## config.mk

```make
export PLATFORM = sky130hd
export DESIGN_NAME = uart_tx_arbiter
export DESIGN_NICKNAME = d
export VERILOG_FILES = /design/src/rtl/uart_pkg.sv /design/src/rtl/rr_pick.sv /design/src/rtl/uart_tx_arbiter.sv
export SDC_FILE = /design/constraint.sdc
export NUM_CORES = 1
export LEC_CHECK = 0
export CAP_MARGIN = 20
export CORE_ASPECT_RATIO = 0.6
export CORE_UTILIZATION = 45
export CTS_CLUSTER_DIAMETER = 120
export DETAILED_ROUTE_END_ITERATION = 16
export GPL_TIMING_DRIVEN = 0
export PLACE_DENSITY_LB_ADDON = 0.2
export SYNTH_ARGS = -nofsm -noshare
export SYNTH_HDL_FRONTEND = slang
export SYNTH_HIERARCHICAL = 1
export SYNTH_SLANG_ARGS = --single-unit
```

## constraint.sdc

```tcl
create_clock -name clk -period 4.7 [get_ports clk]
set_input_delay 0.94 -clock clk [delete_from_list [all_inputs] [get_ports clk]]
set_output_delay 0.94 -clock clk [all_outputs]
set_load 0.1 [all_outputs]
```

## src/rtl/uart_pkg.sv

```systemverilog
// Shared definitions for the UART transmit arbiter: FSM state encoding and data width.
package uart_pkg;

    localparam int UART_DATA_W = 8;

    typedef enum logic [1:0] {
        ST_IDLE      = 2'd0,
        ST_START     = 2'd1,
        ST_WAIT_BUSY = 2'd2,
        ST_WAIT_IDLE = 2'd3
    } arb_state_t;

endpackage

```

## src/rtl/rr_pick.sv

```systemverilog
// Combinational round-robin pick: first set bit of req scanning ptr, ptr+1, ... mod NREQ.
module rr_pick #(
    parameter  int NREQ = 4,
    localparam int IDW  = $clog2(NREQ)
) (
    input  logic [NREQ-1:0] req,
    input  logic [IDW-1:0]  ptr,
    output logic [IDW-1:0]  winner,
    output logic            any_valid
);

    int idx;

    // Scan from the farthest offset back to ptr so the nearest request wins.
    always_comb begin
        winner    = '0;
        any_valid = 1'b0;
        idx       = 0;
        for (int k = NREQ - 1; k >= 0; k--) begin
            idx = int'(ptr) + k;
            if (idx >= NREQ) idx = idx - NREQ;
            if (req[idx]) begin
                winner    = IDW'(idx);
                any_valid = 1'b1;
            end
        end
    end

endmodule

```

## src/rtl/uart_tx_arbiter.sv

```systemverilog
// Round-robin arbiter sharing one UART serializer among NREQ byte sources.
// Optional UART_ARB_LOCK_EN: req_lock keeps the current owner for its next byte.
module uart_tx_arbiter
    import uart_pkg::*;
#(
    parameter  int NREQ         = 4,
    parameter  int BUSY_TIMEOUT = 16,
    localparam int IDW          = $clog2(NREQ)
) (
    input  logic                        clk,
    input  logic                        rst_n,
    input  logic [NREQ-1:0]             req,
    input  logic [UART_DATA_W*NREQ-1:0] req_data,
    input  logic [NREQ-1:0]             req_lock,
    output logic [NREQ-1:0]             ack,
    output logic [IDW-1:0]              grant_id,
    output logic                        tx_en,
    output logic                        begin_flag,
    output logic [UART_DATA_W-1:0]      tx_data,
    input  logic                        busy_flag,
    output logic                        timeout_err
);

    localparam int CNTW = $clog2(BUSY_TIMEOUT + 1);

    arb_state_t      state;
    logic [IDW-1:0]  ptr;
    logic [CNTW-1:0] cnt;
    logic [IDW-1:0]  pick_id;
    logic            pick_any;
    logic            lock_hit;
    logic [IDW-1:0]  sel_id;
    logic [IDW-1:0]  ptr_next;

    rr_pick #(.NREQ(NREQ)) u_rr_pick (
        .req       (req),
        .ptr       (ptr),
        .winner    (pick_id),
        .any_valid (pick_any)
    );

`ifdef UART_ARB_LOCK_EN
    assign lock_hit = req_lock[grant_id] & req[grant_id];
`else
    logic unused_lock;
    assign unused_lock = ^req_lock;
    assign lock_hit    = 1'b0;
`endif

    assign sel_id   = lock_hit ? grant_id : pick_id;
    assign ptr_next = (pick_id == IDW'(NREQ - 1)) ? '0 : pick_id + 1'b1;

    always_ff @(posedge clk or negedge rst_n) begin
        if (!rst_n) begin
            state       <= ST_IDLE;
            ptr         <= '0;
            cnt         <= '0;
            ack         <= '0;
            grant_id    <= '0;
            tx_en       <= 1'b0;
            begin_flag  <= 1'b0;
            tx_data     <= '0;
            timeout_err <= 1'b0;
        end else begin
            tx_en       <= 1'b1;
            ack         <= '0;
            begin_flag  <= 1'b0;
            timeout_err <= 1'b0;
            case (state)
                ST_IDLE: begin
                    if (!busy_flag && (lock_hit || pick_any)) begin
                        ack      <= NREQ'(1) << sel_id;
                        grant_id <= sel_id;
                        tx_data  <= req_data[int'(sel_id)*UART_DATA_W +: UART_DATA_W];
                        if (!lock_hit) ptr <= ptr_next;
                        state    <= ST_START;
                    end
                end
                ST_START: begin
                    begin_flag <= 1'b1;
                    cnt        <= '0;
                    state      <= ST_WAIT_BUSY;
                end
                ST_WAIT_BUSY: begin
                    // A serializer that never acknowledges costs the byte, not the bus.
                    if (busy_flag) begin
                        state <= ST_WAIT_IDLE;
                    end else if (cnt == CNTW'(BUSY_TIMEOUT - 1)) begin
                        timeout_err <= 1'b1;
                        state       <= ST_IDLE;
                    end else begin
                        cnt <= cnt + 1'b1;
                    end
                end
                ST_WAIT_IDLE: begin
                    if (!busy_flag) state <= ST_IDLE;
                end
                default: state <= ST_IDLE;
            endcase
        end
    end

endmodule

```

run_1/placed.png
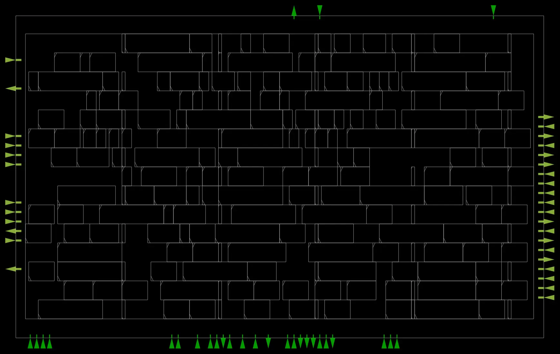
register fraction of the total cell area: 0.307
# rows: 15

run_1/m3.png
The bar under the picture is 20 µm long.
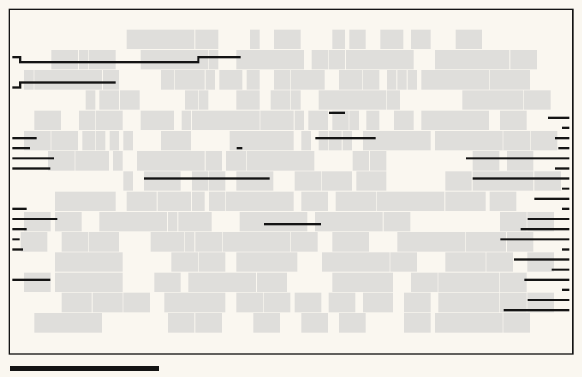
- wire length on this layer: 201 µm
- share of all routed wire: 6.3%
- nets with wire on the layer: 35

==> results.toml, run 1 <==
# physical design summary
[final_timing]
fmax_mhz = 334
period_needed_ns = 2.99
whs_ns = 0.499

[yosys]
top_area_frac = 0.446
syn_inst = 117
top_area_cell = "dfrtp_1"
yosys-stat-cells = 117
yosys-top-cells-count = "26 x dfrtp_1, 9 x nand2_1, 8 x mux2_2, 8 x mux4_2, 8 x nor2_1"
ys_top_cells_by_area = "dfrtp_1 45%, mux4_2 12%, mux2_2 6.2%, ha_1 5.1%, mux2_4 5.1%"
synth-edff-count = 0
top_cell = "dfrtp_1"
synthDistinctLibCells = 36
ys.flop_type = "dfrtp_1"

[clock_tree]
cts_tree = "yes"
cts-resized-gates = 0
cts_buffers = 3
ctsRootBufferMaster = "clkbuf_8"
cts_buffer_depth = 2
postCtsSetupBuffers = 0

[placement]
pre_cts_ws_ns = 1.40
io_buffers = 54
place_congestion = 0.753

[global_route]
met2_usage = 0.363
grtUsageMet3 = 0.0591
track_usage = 0.202
grt_max_degree = 22
grt_pass1_vias = 1080
antenna_found_initial = 0
grt_pass1_wl_mm = 4.97

[floorplan]
core_area_um2 = 2970
fp_util = 0.492
io_pins = 60
die_width_um = 75.5

[cells_and_area]
diodes = 0
syn2layout_area_growth_pct = 45.4

[detailed_routing]
dr.pass1.iters = 4
post_drt_wl_per_cell_um = 14.6
routed_via_density = 5.30

[setup_path]
cp-startpoint = "req[3]"
worstReg2RegEnd = "tx_data[2]$_DFFE_PN0P_"
critical_path.max_fanout = 10
arrival_ns = 3.15

[flow_run]
warnings = 33

[min_path]
min_from = "cnt[4]$_DFFE_PN0P_"
holdPathStages = 2
hold_class = "reg -> reg"

[power]
leakagePower_uw = 0.000902

[status]
outcome = "finished clean"
run_1/m1.png
The bar under the picture is 20 µm long.
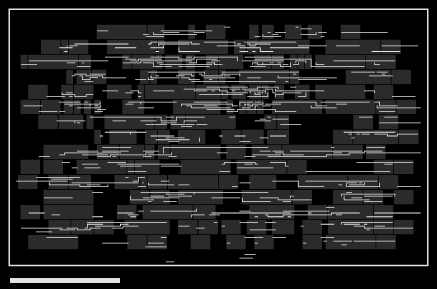
- longest straight run: 23.0 µm
- share of all routed wire: 46%
met1 GRT Util: 0.251
Total Wirelength: 3.18 mm
Via Count: 1150

-- run 1: layer usage --
layer | vias to the layer above | wire length [µm]
li1 | 538 | -
met1 | 570 | 1450
met2 | 40 | 1510
met3 | 2 | 200
met4 | 0 | 12
met5 | - | 0
-- run 1: worst max-delay path: cells and delay by family --
kind,cells,cell delay (ns)
buf+inv,2,0.88
mux,3,0.92
compound gates,1,0.40
-- run 1: power by group --
group          internal (µW)  switching, µW
combinational            321            583
clock                   57.4           67.0
sequential               309           60.0
-- run 1: final cells by class --
class                   instances  area [µm²]
fillers                       225         845
multi-input cells              81         753
flip-flops and latches         26         651
repair buffers                 55         568
well taps                      42        52.6
plain buffers                   7        43.8
clock buffers                   3        41.3
inverters                       3        11.3
-- run 1: layout by cell type, fill, tap and decap left out, types with 4 or more instances in the layout --
master and instances:
nor2_1 8, ha_1 6, dfrtp_1 26, mux4_2 8, mux2_4 5, clkdlybuf4s50_1 54, nand2_1 9, mux2_2 8
and2_1 4
-- run 1: flip-flops by register name (all words and copies together), names as in the netlist --
name and count:
state 2, timeout_err 1, begin_flag 1, tx_data 8, cnt 5, grant_id 2, tx_en 1, ack 4
ptr 2
-- run 1: cells by family after synthesis --
logic type | Yosys count | share of synthesized area
adders and majority gates | 6 | 0.0515
other | 1 | 0.00257
AOI/OAI and AO/OA | 14 | 0.0660
DFF | 26 | 0.446
buffers and inverters | 10 | 0.0377
and+or+nand+nor | 38 | 0.153
muxes | 22 | 0.244
-- run 1: stage by stage --
step	utilization	cells	instance area [µm²]	total power, µW
6_report	0.715	217	2120	1400
5_1_grt	0.715	217	2120	1470
4_1_cts	0.715	217	2120	1410
3_5_place_dp	0.701	214	2080	1280
3_3_place_gp	0.692	213	2050	1250
2_1_floorplan	-	117	1460	1060
-- run 1: worst max path at each step --
| stage | slack, ns | cells past startpoint | endpoint |
|---|---|---|---|
| after global routing | 1.59 | 6 | tx_data[2]$_DFFE_PN0P_ |
| after floorplan | 2.15 | 5 | tx_data[3]$_DFFE_PN0P_ |
| after global placement | 1.43 | 6 | tx_data[5]$_DFFE_PN0P_ |
| after detailed placement | 1.40 | 6 | tx_data[2]$_DFFE_PN0P_ |
| final | 1.71 | 6 | tx_data[2]$_DFFE_PN0P_ |
| after CTS | 1.66 | 6 | tx_data[2]$_DFFE_PN0P_ |
==> run 2: changes to the inputs <==
--- a/config.mk
+++ b/config.mk
@@ -7,7 +7,7 @@
 export LEC_CHECK = 0
 export CAP_MARGIN = 20
 export CORE_ASPECT_RATIO = 0.6
-export CORE_UTILIZATION = 45
+export CORE_UTILIZATION = 38
 export CTS_CLUSTER_DIAMETER = 120
 export DETAILED_ROUTE_END_ITERATION = 16
 export GPL_TIMING_DRIVEN = 0
==> constraint.sdc (replaced) <==
create_clock -name clk -period 2.6 [get_ports clk]
set_input_delay 0.52 -clock clk [delete_from_list [all_inputs] [get_ports clk]]
set_output_delay 0.52 -clock clk [all_outputs]
set_load 0.1 [all_outputs]
run_2/m1.png
The bar under the picture is 20 µm long.
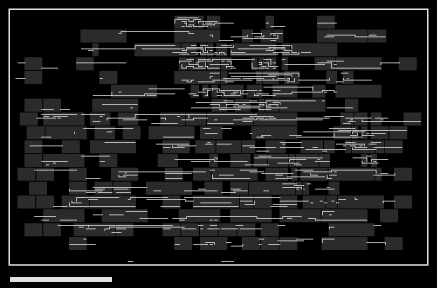
met1 GRT Util: 0.223
Total Wirelength: 3.25 mm
Via Count: 1142

run_2/ff_map.png
Other sequential cells in the stronger gray, the rest of the logic in the fainter gray.
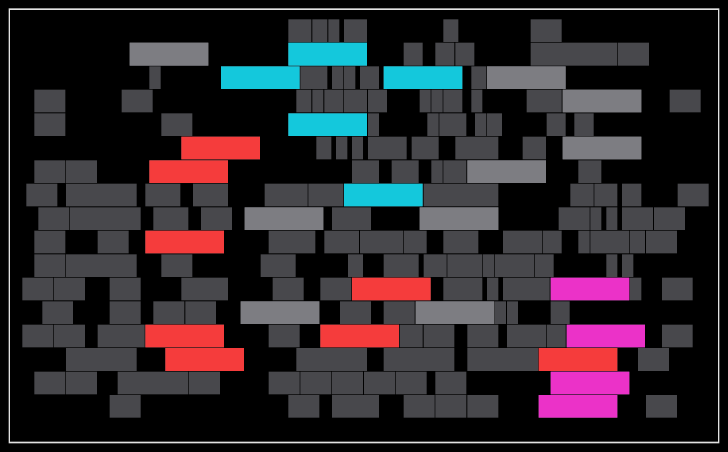
- cnt: cyan (flops 5; where top center)
- tx_data: red (flops 8)
- ack: magenta (flops 4; where lower right)
register fraction of the total cell area: 0.302
sequential power: 674 µW
Sequential Area: 651 µm²

==> results.toml, run 2 <==
# physical design summary
[cells_and_area]
largestRegisters = "tx_data x8, cnt x5, ack x4"
diodes = 0
largest_register_ffs = 8
regMostFlops = "tx_data"
utilization = 0.585
logic_area_um2 = 753
final_cells = 225
layout.cells.most_common = "clkdlybuf4s50_1"
layout_top_cells = "54 x clkdlybuf4s50_1, 26 x dfrtp_1, 9 x nand2_1"

[placement]
io_buffers = 54
place_congestion = 0.769
dp.cells = 219

[yosys]
top_cell = "dfrtp_1"
yosys-stat-cells = 117
ys_top_cells_by_area = "dfrtp_1 45%, mux4_2 12%, mux2_2 6.2%, ha_1 5.1%, mux2_4 5.1%"
yosys-top-cells-count = "26 x dfrtp_1, 9 x nand2_1, 8 x mux2_2, 8 x mux4_2, 8 x nor2_1"
top_area_cell = "dfrtp_1"
syn_inst = 117
ys.flop_type = "dfrtp_1"

[power]
leakagePower_uw = 0.000917
power_uw = 2570
p_comb_frac = 0.650
seqPwrFrac = 0.263
switching_power_uw = 1300
internal_power_uw = 1270
netSwitchingFraction = 0.506
pwr-share-clk = 0.087

[global_route]
grt_max_degree = 20
grt_pass1_vias = 1215
antenna_found_initial = 0
track_usage = 0.183
grt_pass1_wl_mm = 5.57

[setup_path]
critPathCapture = "ptr[1]$_DFFE_PN0P_"
critical_path.max_fanout = 10
worstReg2RegEnd = "ptr[1]$_DFFE_PN0P_"

[floorplan]
fp_util = 0.396
core_area_um2 = 3680
io_pins = 60
fp-row-count = 17
die_width_um = 82.0

[final_timing]
whs_ns = 0.517
period_needed_ns = 2.43

[status]
outcome = "finished clean"

[flow_run]
warnings = 33

[clock_tree]
ctsRootBufferMaster = "clkbuf_8"

[detailed_routing]
dr.pass1.iters = 4

[min_path]
hold_class = "reg -> reg"
## run 2: layout make-up
type / count / area share
multi-input combinational: 81 / 0.350
sequential: 26 / 0.302
timing repair buffer: 58 / 0.274
tap: 47 / 0.0273
buffer: 7 / 0.0215
clock buffer: 3 / 0.0192
inverter: 3 / 0.00523
## run 2: routing by layer
metal,up-vias,global-route usage,share of wire
li1,540,-,-
met1,565,0.223,0.43
met2,35,0.309,0.49
met4,0,0.0380,0.0077
met5,-,0,0
met3,2,0.0648,0.073
## run 2: cells by family (layout without fill, tap and decap cells)
family,Yosys count,after routing,synth area share
adder cells (fa/ha/maj),6,6,0.0515
flip-flops,26,26,0.446
AND-OR/OR-AND,14,14,0.0660
AND/OR/NAND/NOR,38,38,0.153
multiplexers,22,22,0.244
buffers and inverters,10,71,0.0377
other,1,1,0.00257
## run 2: worst min path at each step
stage,start,endpoint,cells after the start
floorplan,rst_n,ack[0]$_DFF_PN0_,0
global placement,cnt[4]$_DFFE_PN0P_,cnt[4]$_DFFE_PN0P_,2
detailed placement,tx_data[0]$_DFFE_PN0P_,tx_data[0]$_DFFE_PN0P_,1
CTS,tx_data[0]$_DFFE_PN0P_,tx_data[0]$_DFFE_PN0P_,1
global route,tx_data[2]$_DFFE_PN0P_,tx_data[2]$_DFFE_PN0P_,1
finish,tx_data[1]$_DFFE_PN0P_,tx_data[1]$_DFFE_PN0P_,1
## run 2: power by group through the flow
stage                     registers (µW)  logic, µW  clock network [µW]
after floorplan                     1340        576                   0
after global placement               665       1610                   0
after detailed placement             680       1640                   0
after CTS                            674       1650                 231
after global routing                 695       1760                 249
final                                674       1670                 223
## run 2: stage by stage
stage          cell area (µm²)  setup WS, ns
3_5_place_dp              2090        -0.337
3_3_place_gp              2060        -0.276
2_1_floorplan             1460         0.466
4_1_cts                   2130        0.0405
5_1_grt                   2150        0.0106
6_report                  2150         0.172
## run 2: critical path: stages
cell and delay [ns]:
clkdlybuf4s50_1 0.53, nand2b_1 0.13, a211oi_1 0.07, nor2_1 0.20, buf_1 0.44, inv_1 0.14, ha_1 0.29, mux2_2 0.26
## run 2: repair_timing
| action | 4_1_cts | 5_1_grt |
|---|---|---|
| setup endpoints to repair | 7 | 8 |
| pin swaps | 0 | 1 |
| buffers inserted | 0 | 3 |
| gates resized | 1 | 1 |
==> run 3: changes to the inputs <==
--- a/config.mk
+++ b/config.mk
@@ -14,5 +14,4 @@
 export PLACE_DENSITY_LB_ADDON = 0.2
 export SYNTH_ARGS = -nofsm -noshare
 export SYNTH_HDL_FRONTEND = slang
-export SYNTH_HIERARCHICAL = 1
 export SYNTH_SLANG_ARGS = --single-unit
==> constraint.sdc (replaced) <==
create_clock -name clk -period 2.6 [get_ports clk]
set_input_delay 0.52 -clock clk [delete_from_list [all_inputs] [get_ports clk]]
set_output_delay 0.52 -clock clk [all_outputs]
set_load 0.01 [all_outputs]
==> results.toml, run 3 <==
# physical design summary
[setup_path]
arrival_ns = 2.56
critical_path.max_fanout = 9

[cells_and_area]
flop_area_um2 = 651
largest_register_ffs = 8
diodes = 0
fin_area_um2 = 2140
final_cells = 249
largestRegisters = "tx_data x8, cnt x5, ack x4"
logic_area_um2 = 706
layout_top_cells = "54 x clkdlybuf4s50_1, 26 x dfrtp_1, 14 x nor2_1"
syn2layout_area_growth_pct = 49.4

[min_path]
hold_class = "reg -> reg"

[yosys]
ys.flop_type = "dfrtp_1"
yosys-stat-cells = 145
top_area_frac = 0.455
synth-edff-count = 0
synthDistinctLibCells = 36

[detailed_routing]
post_drt_wl_per_cell_um = 15.8
vias = 1343
routed_via_density = 5.39

[clock_tree]
ctsRootBufferMaster = "clkbuf_8"
cts_buffer_depth = 2
cts_tree = "yes"
postCtsSetupBuffers = 0
cts_buffers = 3

[placement]
io_buffers = 54
place_congestion = 0.895
postPlaceCellArea_um2 = 2050

[global_route]
grt.busiest_layer = "met2"
met2_usage = 0.340
grtUsageMet1 = 0.293
antenna_found_initial = 0
grtUsageMet3 = 0.0444
track_usage = 0.209

[power]
switching_power_uw = 657
internal_power_uw = 1180

[final_timing]
fmax_mhz = 410
period_needed_ns = 2.44
whs_ns = 0.490

[floorplan]
die_width_um = 81.2
io_pins = 60

[status]
outcome = "finished clean"
-- run 3: path summary, 6_finish.rpt --
kind / startpoint / slack, ns / endpoint / cells past startpoint
max in group asynchronous: rst_n / 1.62 / ack[0]$_DFF_PN0_ / 2
max: req[2] / 0.16 / tx_data[1]$_DFFE_PN0P_ / 6
min reg2reg: grant_id[1]$_DFFE_PN0P_ / 0.49 / grant_id[1]$_DFFE_PN0P_ / 1
max reg2reg: state[1]$_DFFE_PN0P_ / 0.44 / tx_data[1]$_DFFE_PN0P_ / 6
min in group asynchronous: rst_n / 0.54 / grant_id[1]$_DFFE_PN0P_ / 1
min: grant_id[1]$_DFFE_PN0P_ / 0.49 / grant_id[1]$_DFFE_PN0P_ / 1
-- run 3: cell families (layout without fill, tap and decap cells) --
logic type	after synthesis	count (layout)	share of synthesized area
adder cells (fa/ha/maj)	4	4	0.0350
other	1	1	0.00262
flip-flops	26	26	0.455
AND/OR/NAND/NOR	53	53	0.188
multiplexers	10	10	0.0709
buffers and inverters	13	72	0.0595
AND-OR/OR-AND	38	38	0.189
-- run 3: routing by layer --
metal / up-vias / wire, µm
met5: - / 0
met4: 0 / 13
met3: 2 / 187
met2: 40 / 1920
met1: 652 / 1810
li1: 649 / -
-- run 3: worst max-delay path, stage by stage --
cell and delay, ns:
clkdlybuf4s50_1 0.53, nor2b_1 0.20, a311oi_1 0.54, o21ai_2 0.26, a221oi_1 0.40, a211oi_1 0.11
-- run 3: power by group through the flow --
stage / logic [µW] / clock network (µW) / registers [µW]
3_3_place_gp: 817 / 0 / 633
5_1_grt: 960 / 352 / 657
4_1_cts: 866 / 339 / 637
2_1_floorplan: 446 / 0 / 669
6_report: 868 / 335 / 638
3_5_place_dp: 861 / 0 / 644
-- run 3: cell type report --
class,count,area share
Timing Repair Buffer,55,0.266
Multi-Input combinational cell,106,0.330
Inverter,5,0.0111
Clock inverter,1,0.0141
Buffer,8,0.0287
Sequential cell,26,0.304
Clock buffer,3,0.0193
Tap cell,45,0.0263
-- run 3: timing repair --
action                     CTS  global route
resized                      0             2
setup endpoints to repair    0             1
hold buffers                 0             0
-- run 3: through the flow --
stage	worst slack [ns]	total power, µW
3_5_place_dp	-0.109	1500
4_1_cts	0.167	1840
2_1_floorplan	0.829	1120
5_1_grt	0.0263	1970
3_3_place_gp	0.0135	1450
6_report	0.159	1840
run_3/ff_map.png
Other sequential cells in the stronger gray, the rest of the logic in the fainter gray.
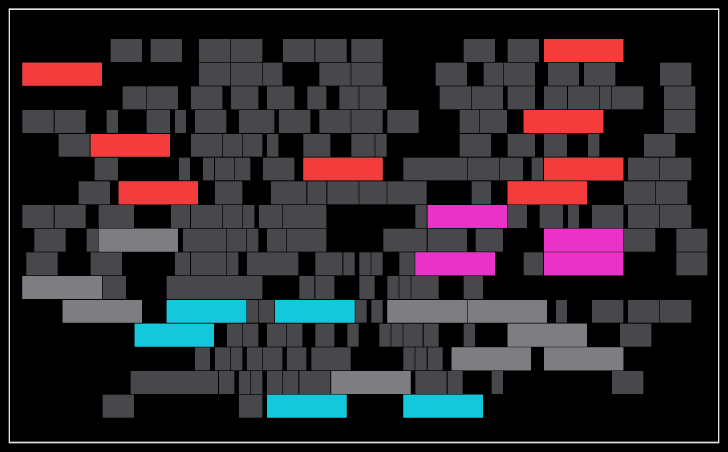
- tx_data: red (flops 8)
- cnt: cyan (flops 5; where bottom center)
- ack: magenta (flops 4; where middle right)
sequential power: 638 µW
Post-Route Utilization: 0.624
register fraction of the total cell area: 0.304

run_3/m2.png
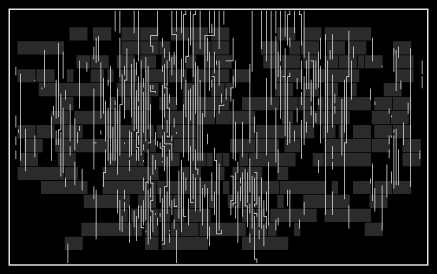
- wire length on this layer: 1920 µm
- main direction: vertical
- share of all routed wire: 49%
- longest straight run: 35.0 µm

Power and IR drop assume default switching activity.
